`src/rtl/terminal_scheduler.sv`:
```
// Round-robin scheduler handing two service terminals to four requesters.
// Optional per-service watchdog with forced release: define TERM_TIMEOUT_EN.
module terminal_scheduler #(
  parameter int CNT_W = 8
`ifdef TERM_TIMEOUT_EN
  , parameter int TIMEOUT = 16
`endif
) (
  input  logic             CLK,
  input  logic             RST_N,
  input  logic [3:0]       REQ,
  input  logic             EN_T1,
  input  logic             EN_T2,
  input  logic             DONE_T1,
  input  logic             DONE_T2,
  output logic [3:0]       GNT_T1,
  output logic [3:0]       GNT_T2,
  output logic             BUSY_T1,
  output logic             BUSY_T2,
  output logic [2:0]       QUEUE_LEN,
  output logic [CNT_W-1:0] SERVED,
  output logic             TIMEOUT_FLAG
);

  typedef enum logic {IDLE = 1'b0, BUSY = 1'b1} term_state_e;

  term_state_e      t1_state_q, t1_state_d;
  term_state_e      t2_state_q, t2_state_d;
  logic [3:0]       gnt1_q, gnt1_d;
  logic [3:0]       gnt2_q, gnt2_d;
  logic [3:0]       pend_q, pend_d;
  logic [1:0]       rr_q, rr_d;
  logic [2:0]       qlen_q, qlen_d;
  logic [CNT_W-1:0] served_q, served_d;

  logic             first_vld, second_vld;
  logic [1:0]       first_idx, second_idx, scan_idx;
  logic             grant1, grant2;
  logic [1:0]       g1_idx, g2_idx;
  logic [3:0]       gmask1, gmask2;
  logic             elig1, elig2;
  logic             inc1, inc2;
  logic             to_hit1, to_hit2;
  logic [CNT_W:0]   served_sum;

  assign elig1 = (t1_state_q == IDLE) && EN_T1;
  assign elig2 = (t2_state_q == IDLE) && EN_T2;

  // T2 takes the second pending index in search order when T1 also grants.
  always_comb begin
    first_vld  = 1'b0;
    second_vld = 1'b0;
    first_idx  = 2'd0;
    second_idx = 2'd0;
    scan_idx   = 2'd0;
    for (int k = 0; k < 4; k++) begin
      scan_idx = rr_q + 2'(k);
      if (pend_q[scan_idx]) begin
        if (!first_vld) begin
          first_vld = 1'b1;
          first_idx = scan_idx;
        end else if (!second_vld) begin
          second_vld = 1'b1;
          second_idx = scan_idx;
        end
      end
    end
    grant1 = 1'b0;
    grant2 = 1'b0;
    g1_idx = first_idx;
    g2_idx = second_idx;
    if (elig1) begin
      grant1 = first_vld;
      if (elig2) grant2 = second_vld;
    end else if (elig2) begin
      grant2 = first_vld;
      g2_idx = first_idx;
    end
  end

  assign gmask1 = grant1 ? (4'b0001 << g1_idx) : 4'b0000;
  assign gmask2 = grant2 ? (4'b0001 << g2_idx) : 4'b0000;

  always_comb begin
    t1_state_d = t1_state_q;
    gnt1_d     = gnt1_q;
    inc1       = 1'b0;
    case (t1_state_q)
      IDLE: begin
        if (grant1) begin
          t1_state_d = BUSY;
          gnt1_d     = gmask1;
        end
      end
      BUSY: begin
        if (DONE_T1) begin
          t1_state_d = IDLE;
          gnt1_d     = 4'b0000;
          inc1       = 1'b1;
        end else if (to_hit1) begin
          t1_state_d = IDLE;
          gnt1_d     = 4'b0000;
        end
      end
      default: t1_state_d = IDLE;
    endcase
  end

  always_comb begin
    t2_state_d = t2_state_q;
    gnt2_d     = gnt2_q;
    inc2       = 1'b0;
    case (t2_state_q)
      IDLE: begin
        if (grant2) begin
          t2_state_d = BUSY;
          gnt2_d     = gmask2;
        end
      end
      BUSY: begin
        if (DONE_T2) begin
          t2_state_d = IDLE;
          gnt2_d     = 4'b0000;
          inc2       = 1'b1;
        end else if (to_hit2) begin
          t2_state_d = IDLE;
          gnt2_d     = 4'b0000;
        end
      end
      default: t2_state_d = IDLE;
    endcase
  end

  // Current owners cannot re-queue; a grant clears the bit even if set this edge.
  always_comb begin
    pend_d = (pend_q | (REQ & ~(gnt1_q | gnt2_q))) & ~(gmask1 | gmask2);
    qlen_d = 3'd0;
    for (int i = 0; i < 4; i++) begin
      qlen_d = qlen_d + 3'(pend_d[i]);
    end
    rr_d = rr_q;
    if (grant2) rr_d = g2_idx + 2'd1;
    else if (grant1) rr_d = g1_idx + 2'd1;
  end

  always_comb begin
    served_sum = {1'b0, served_q} + (CNT_W+1)'(inc1) + (CNT_W+1)'(inc2);
    served_d   = served_sum[CNT_W] ? {CNT_W{1'b1}} : served_sum[CNT_W-1:0];
  end

  always_ff @(posedge CLK or negedge RST_N) begin
    if (!RST_N) begin
      t1_state_q <= IDLE;
      t2_state_q <= IDLE;
      gnt1_q     <= 4'b0000;
      gnt2_q     <= 4'b0000;
      pend_q     <= 4'b0000;
      rr_q       <= 2'd0;
      qlen_q     <= 3'd0;
      served_q   <= '0;
    end else begin
      t1_state_q <= t1_state_d;
      t2_state_q <= t2_state_d;
      gnt1_q     <= gnt1_d;
      gnt2_q     <= gnt2_d;
      pend_q     <= pend_d;
      rr_q       <= rr_d;
      qlen_q     <= qlen_d;
      served_q   <= served_d;
    end
  end

`ifdef TERM_TIMEOUT_EN
  localparam int TMR_W = $clog2(TIMEOUT + 1);

  logic [TMR_W-1:0] tmr1_q, tmr1_d;
  logic [TMR_W-1:0] tmr2_q, tmr2_d;
  logic             flag_q, flag_d;

  assign to_hit1 = (t1_state_q == BUSY) && (tmr1_q == TMR_W'(TIMEOUT - 1));
  assign to_hit2 = (t2_state_q == BUSY) && (tmr2_q == TMR_W'(TIMEOUT - 1));

  // Timers restart on every grant and only run across consecutive BUSY cycles.
  always_comb begin
    tmr1_d = '0;
    tmr2_d = '0;
    if (t1_state_q == BUSY && t1_state_d == BUSY) tmr1_d = tmr1_q + 1'b1;
    if (t2_state_q == BUSY && t2_state_d == BUSY) tmr2_d = tmr2_q + 1'b1;
    flag_d = flag_q | (to_hit1 & ~DONE_T1) | (to_hit2 & ~DONE_T2);
  end

  always_ff @(posedge CLK or negedge RST_N) begin
    if (!RST_N) begin
      tmr1_q <= '0;
      tmr2_q <= '0;
      flag_q <= 1'b0;
    end else begin
      tmr1_q <= tmr1_d;
      tmr2_q <= tmr2_d;
      flag_q <= flag_d;
    end
  end

  assign TIMEOUT_FLAG = flag_q;
`else
  assign to_hit1      = 1'b0;
  assign to_hit2      = 1'b0;
  assign TIMEOUT_FLAG = 1'b0;
`endif

  assign GNT_T1    = gnt1_q;
  assign GNT_T2    = gnt2_q;
  assign BUSY_T1   = (t1_state_q == BUSY);
  assign BUSY_T2   = (t2_state_q == BUSY);
  assign QUEUE_LEN = qlen_q;
  assign SERVED    = served_q;

endmodule
```
`config.mk`:
```
export PLATFORM = sky130hd
export DESIGN_NAME = terminal_scheduler
export DESIGN_NICKNAME = d
export VERILOG_FILES = /design/src/rtl/terminal_scheduler.sv
export SDC_FILE = /design/constraint.sdc
export NUM_CORES = 1
export LEC_CHECK = 0
export CAP_MARGIN = 20
export CORE_ASPECT_RATIO = 1.25
export CORE_MARGIN = 10
export CORE_UTILIZATION = 54
export DETAILED_ROUTE_END_ITERATION = 12
export PLACE_DENSITY = 0.79
export RECOVER_POWER = 25
export SETUP_SLACK_MARGIN = 0.2
export SLEW_MARGIN = 20
export SYNTH_ARGS = -nofsm -noshare
export SYNTH_HDL_FRONTEND = slang
export SYNTH_SLANG_ARGS = --single-unit
export TNS_END_PERCENT = 50
```
`constraint.sdc`:
```
create_clock -name CLK -period 4.46 [get_ports CLK]
set_input_delay 0.446 -clock CLK [delete_from_list [all_inputs] [get_ports CLK]]
set_output_delay 0.446 -clock CLK [all_outputs]
set_load 0.005 [all_outputs]
```
==> Changelog: implementation <==
### Implementation results

- Pin count of the biggest net entering global routing: 28
- Clock Latency Late Sink: 0.27 ns
- Clock Skew: 0.00626 ns
- Min Hold Slack: 0.525 ns
- P per Cell Area: 765 mW/mm^2
- Most frequent cells in the layout: 29 x clkdlybuf4s50_1, 27 x dfrtp_1, 18 x nor2_1, 16 x nand2_1, 14 x inv_1
- Area Growth Syn to Fin: 17.6%
- CP Data Arrival Time: 3.82 ns
- Ys cells: 223
- Synth area leader: dfrtp_1
- Combinational power: 1.23 mW
- Crit path time final: 3.66 ns
- CP startpoint: rr_q[1]
- Met3 wire len: 334 microns
- Most used routing layer: met2
- Post-Layout Inst Area: 0.00238 sq mm
- Post-synth ARST share: 100%
- Max VDD drop: 509 uV
- Place WS: 0.816 ns
- Rel. slew slack: 4.51%
- Post-Synth Simple-Gate Area: 21.8%
- RSZ-0062 raised after global routing: false
- Die height: 88.5 microns
- Top pwr grp: combinational logic
- Xor/xnor share of the synthesized area: 1.73%
- Logic gate share of total power: 67.5%
- Class of the most critical setup path: reg -> reg
- Compound Share, Synth: 25.1%
- ANT cells: 0
- Dominant flop cell: dfrtp_1
- Clock share of power: 7.6%
- Fmax: 0.273 GHz
- Rows: 24
- Status: finished clean
- Clk pin slew, worst setup/hold paths: 0.09 ns
- FP Core Util: 57.1%
- Final setup margin: 0.797 ns
- Setup_tns: 0 ns
- Non-clk invs: 14
- Non-filler cells in the finished layout: 289
- First-pass GRT wire length: 8.18 mm
- # hold bufs at CTS: 0
- Slew Limit Fails: 0
- Average cell area after synthesis: 9.08 sq um
- Comb/total area: 50.4%
- Post-synthesis cell area: 0.00202 sq mm
- Setup crit start kind: register
- Main logic family: AND-OR/OR-AND gates
- Met1 WL: 1.96 mm
- Via density per instance: 6.02
==> synthesized netlist by cell type (5+ instances only) <==
cell	count
a21oi_1	13
nor2_1	18
nor3_1	6
inv_1	14
dfrtp_1	27
ha_1	5
o21ai_0	10
a21o_1	9
buf_2	8
nand2b_1	5
nand2_1	16
nand3_1	13
==> worst paths after layout <==
check                               endpoint  cells after the start
worst max-delay path            QUEUE_LEN[1]                     14
worst min-delay path               GNT_T1[3]                      1
worst max register to register  QUEUE_LEN[1]                     14
worst min register to register     GNT_T1[3]                      1
max in group asynchronous          pend_q[1]                      2
min in group asynchronous          SERVED[4]                      2
==> sequential cells by signal (all words and copies together), names as in the netlist <==
signal	flops
SERVED	8
BUSY_T2	1
GNT_T2	4
pend_q	4
rr_q	2
BUSY_T1	1
QUEUE_LEN	3
GNT_T1	4
m2.png
Bar = 20 microns.
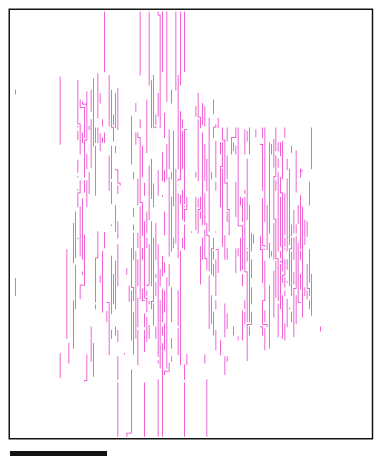
225 nets have wire on it. The longest straight run is 24.1 microns.
met2 GRT Util: 25.8%
vias: 1739
final WL: 4.76 mm

placed.png
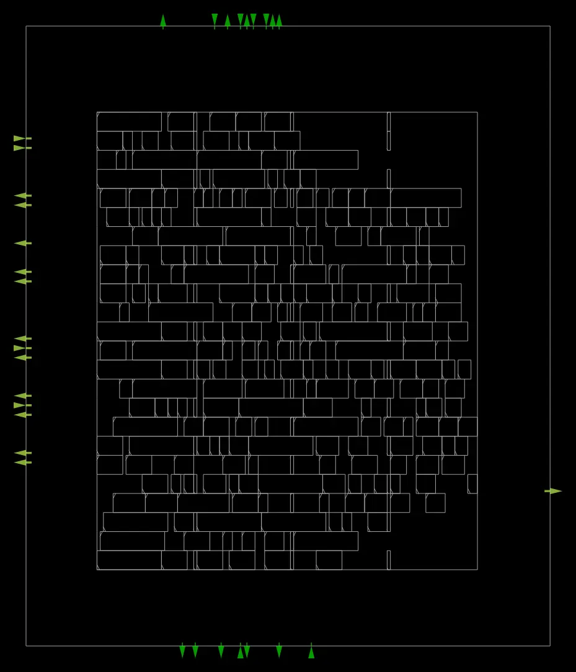
registers: 27
Post-Route Utilization: 67.2%

ff_map.png
Other sequential cells in the stronger grey, the rest of the logic in the fainter grey.
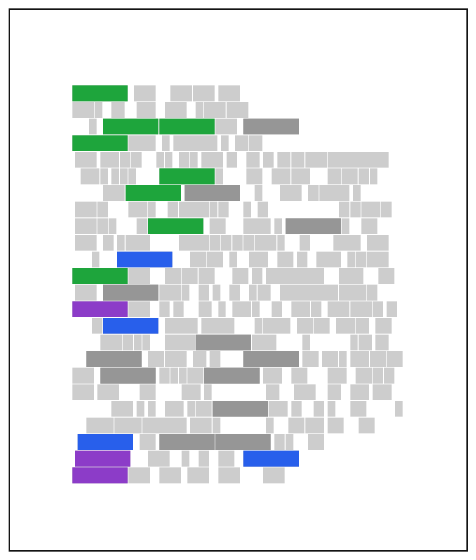
Key: `SERVED` = green [flops 8]; `GNT_T1` = blue [flops 4]; `QUEUE_LEN` = purple [flops 3]
fraction of area in registers: 28.4%
P_seq: 0.455 mW

port_trees.png
Bar = 20 microns.
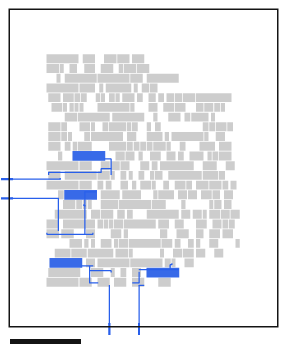
Key: `GNT_T1` = blue [bits 4, direction output, end cells 4, buffers 4, wire 149 microns]
io pins: 32
port bufs: 30

Power and IR drop assume default switching activity.
